Figure 1. Sequential cells coloured by netlist name.
Scale bar: 20 um.
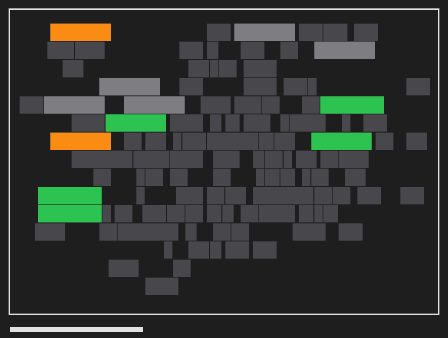
Figure 2. Routed metal, one colour a layer.
Scale bar: 20 um. Two of the layers only.
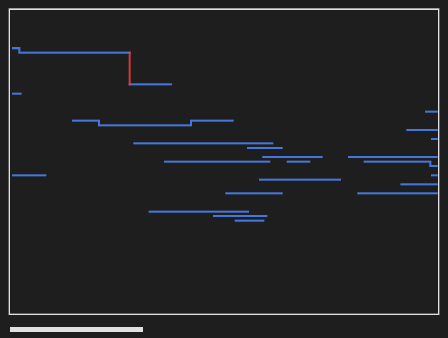
Figure 3. Cells coloured by class.
Scale bar: 20 um.
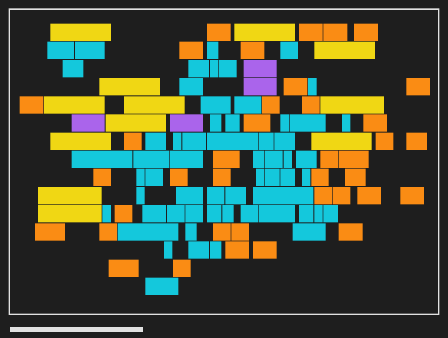
`src/rtl/contador_pkg.sv`:
```
// Shared constants for the parametrised pulse counter: edge selection,
// count direction encoding and default geometry.
package contador_pkg;

    localparam int   EDGE_RISE       = 0;
    localparam int   EDGE_FALL       = 1;

    localparam logic DIR_UP          = 1'b1;
    localparam logic DIR_DOWN        = 1'b0;

    localparam int   DEFAULT_WIDTH   = 5;
    localparam int   DEFAULT_MODULUS = 32;

endpackage

```
`src/rtl/contador_pulsos_param_sync_edge_detect.sv`:
```
// Synchronises an asynchronous pulse, remembers its previous value and emits a
// one-cycle strobe on the selected edge once the arming delay has elapsed.
module sync_edge_detect
    import contador_pkg::*;
#(
    parameter int SYNC_STAGES = 2,
    parameter int EDGE        = EDGE_RISE
) (
    input  logic clk,
    input  logic rst_n,
    input  logic pulse_in,
    output logic edge_stb
);

    localparam int                AW       = $clog2(SYNC_STAGES + 2);
    localparam logic [AW-1:0]     ARM_DONE = AW'(SYNC_STAGES + 1);

    logic [SYNC_STAGES-1:0] sync;
    logic                   hist;
    logic [AW-1:0]          arm_cnt;
    logic                   sync_out;
    logic                   armed;

    assign sync_out = sync[SYNC_STAGES-1];
    assign armed    = (arm_cnt == ARM_DONE);

    // History keeps tracking while disarmed so a level held across reset
    // is already absorbed when the strobe is first allowed.
    always_ff @(posedge clk or negedge rst_n) begin
        if (!rst_n) begin
            sync    <= '0;
            hist    <= 1'b0;
            arm_cnt <= '0;
        end else begin
            sync <= {sync[SYNC_STAGES-2:0], pulse_in};
            hist <= sync_out;
            if (!armed) begin
                arm_cnt <= arm_cnt + 1'b1;
            end
        end
    end

    assign edge_stb = armed & ((EDGE == EDGE_FALL) ? (hist & ~sync_out)
                                                   : (~hist & sync_out));

endmodule

```
`src/rtl/contador_pulsos_param.sv`:
```
// Up/down pulse counter with programmable modulus, wrap or saturate at the
// bounds, synchronous load/clear, terminal-count strobe and sticky overflow.
module contador_pulsos_param
    import contador_pkg::*;
#(
    parameter int WIDTH       = DEFAULT_WIDTH,
    parameter int MODULUS     = DEFAULT_MODULUS,
    parameter int SYNC_STAGES = 2,
    parameter int EDGE        = EDGE_RISE
) (
    input  logic             CLK,
    input  logic             RST,
    input  logic             EN,
    input  logic             PULSE_IN,
    input  logic             UP_DN,
    input  logic             SAT,
    input  logic             LOAD,
    input  logic [WIDTH-1:0] LOAD_VAL,
    input  logic             CLR,
    input  logic             OVF_CLR,
    output logic [WIDTH-1:0] Q,
    output logic             TC,
    output logic             OVF
);

    localparam logic [WIDTH-1:0] Q_MAX = WIDTH'(MODULUS - 1);

    logic             edge_stb;
    logic             count_ev;
    logic [WIDTH-1:0] q_next;
    logic             tc_next;
    logic             ovf_set;
    logic             ovf_next;

    sync_edge_detect #(
        .SYNC_STAGES (SYNC_STAGES),
        .EDGE        (EDGE)
    ) u_sync_edge (
        .clk      (CLK),
        .rst_n    (RST),
        .pulse_in (PULSE_IN),
        .edge_stb (edge_stb)
    );

    assign count_ev = edge_stb & EN;

    always_comb begin
        q_next  = Q;
        tc_next = 1'b0;
        ovf_set = 1'b0;
        if (CLR) begin
            q_next = '0;
        end else if (LOAD) begin
            q_next = (LOAD_VAL > Q_MAX) ? Q_MAX : LOAD_VAL;
        end else if (count_ev) begin
            if (UP_DN == DIR_UP) begin
                if (Q == Q_MAX) begin
                    tc_next = 1'b1;
                    ovf_set = 1'b1;
                    if (!SAT) q_next = '0;
                end else begin
                    q_next = Q + 1'b1;
                end
            end else begin
                if (Q == '0) begin
                    tc_next = 1'b1;
                    ovf_set = 1'b1;
                    if (!SAT) q_next = Q_MAX;
                end else begin
                    q_next = Q - 1'b1;
                end
            end
        end
    end

    // A new overflow outranks OVF_CLR in the same cycle; CLR outranks both.
    assign ovf_next = CLR     ? 1'b0 :
                      ovf_set ? 1'b1 :
                      OVF_CLR ? 1'b0 : OVF;

    always_ff @(posedge CLK or negedge RST) begin
        if (!RST) begin
            Q   <= '0;
            TC  <= 1'b0;
            OVF <= 1'b0;
        end else begin
            Q   <= q_next;
            TC  <= tc_next;
            OVF <= ovf_next;
        end
    end

endmodule
```
`config.mk`:
```
export PLATFORM = sky130hd
export DESIGN_NAME = contador_pulsos_param
export DESIGN_NICKNAME = d
export VERILOG_FILES = /design/src/rtl/contador_pkg.sv /design/src/rtl/contador_pulsos_param_sync_edge_detect.sv /design/src/rtl/contador_pulsos_param.sv
export SDC_FILE = /design/constraint.sdc
export NUM_CORES = 1
export LEC_CHECK = 0
export CAP_MARGIN = 20
export CORE_ASPECT_RATIO = 0.7
export CORE_UTILIZATION = 28
export DETAILED_ROUTE_END_ITERATION = 6
export SETUP_SLACK_MARGIN = 0.15
export SYNTH_ARGS = -nofsm -noshare
export SYNTH_HDL_FRONTEND = slang
export SYNTH_SLANG_ARGS = --single-unit
```
`constraint.sdc`:
```
create_clock -name CLK -period 1.9 [get_ports CLK]
set_input_delay 0.285 -clock CLK [delete_from_list [all_inputs] [get_ports CLK]]
set_output_delay 0.285 -clock CLK [all_outputs]
set_load 0.03 [all_outputs]
```
==> run summary <==
fresh numbers from the pnr run: Syn. warnings=0, root buf cell=clkbuf_8, CP arrival=1.97 ns, Synth Area in Adders=0.0661, worst path cell trace=inv_2 > ha_4 > or4b_4 > o211ai_4 > nand2_4 > buf_6 > mux2i_2, via count=738, area share of and-or/or-and cells after synthesis=0.238, n_diodes=0, crit-path max FO=3, Initial Util=0.301, inverters=7, # placed instances=138, Clock Buffer Count=4, CP startpoint=Q[1]$_DFFE_PN0P_, outcome=completed, Final Hold Vio Count=0, mux share=0.0562, CP endpoint=Q[1]$_DFFE_PN0P_, Residual DRC=0, vias per cell=5.02, post-synthesis async set-or-reset flop share=1.00, most crowded layer after global routing=met2, Max Clk Rate=0.537 GHz, wire per inst=14.0 um, Sw Share=0.288, Rel. slew slack=0.636, setup ws final=0.0374 ns, internal power=0.000600 W, Synth top cell by count=dfrtp_1, area figure in the yosys stat output=757 sq um, clk cell area share=0.0435, final net count=132, Clock net power=0.000277 W, crit path launch type=flip-flop, Logic area=489 sq um, initial antenna violation count=0, final wirelength=2060 um, Post-Syn Instances=74, Period Utilization, post-route=0.980, clock skew=0.00742 ns, Top cell area share=0.397, endpoints failing setup=0, Flop pwr share=0.344, vias in the first global route=653, largest net degree at the start of global routing=13, multi-input gates=52, CTS tree=done, DP Area=1100 sq um, Antenna Violating Nets Remaining=0, PwrDens=666 nW/um^2, logic share of the area=0.387, HP Class=flip-flop to flip-flop, commonest cells after routing, fill and taps aside=buf_4, clkdlybuf4s50_1, dfrtp_1, inv_1, Placer Congestion=0.887, Basic Gates by Area=0.159
About Figure 1:
- `Q`: green (placed flops 5)
- `u_sync_edge.arm_cnt`: orange (placed flops 2)
- not coloured: 5
final core occ: 0.503
Power Sequential: 0.000290 W
Seq/total area: 0.240
Sequential Area: 304 sq um

About Figure 2:
- metal 3: blue (wire length 205 um)
- metal 4: red (wire length 4.80 um)

About Figure 3:
- flops: yellow (cells 12)
- combinational and other logic: cyan (cells 59)
- other buffers and delay cells: orange (cells 38)
- clock drivers and dummy loads: purple (cells 4)
Placeable Area: 2510 sq um
Final Cell Area: 1260 sq um
Cell Rows: 15

==> worst max-delay path, delay by kind of cell, from the launching register on <==
kind,cells,cell delay (ns)
compound gates,1,0.23
fa+ha+maj,1,0.13
buf+inv,2,0.22
flops,1,0.43
mux,1,0.14
simple gates,2,0.57
==> sequential cells by signal, summed over array words and instances, names as in the netlist <==
name / flops
Q: 5
u_sync_edge.arm_cnt: 2
u_sync_edge.sync: 2
OVF: 1
TC: 1
u_sync_edge.hist: 1
==> layer usage <==
metal	vias up	part of all wire	routed length [um]
met4	0	0.0019	4
met1	343	0.49	1000
met2	38	0.41	850
li1	355	-	-
met5	-	0	0
met3	2	0.099	204
==> repair_timing <==
action,4_1_cts,5_1_grt
gates resized,9,10
pin swaps,6,6
hold buffers,0,0
buffers inserted,3,2
gates cloned,0,0
endpoints found under the setup margin,8,8
Power and IR drop assume default switching activity.
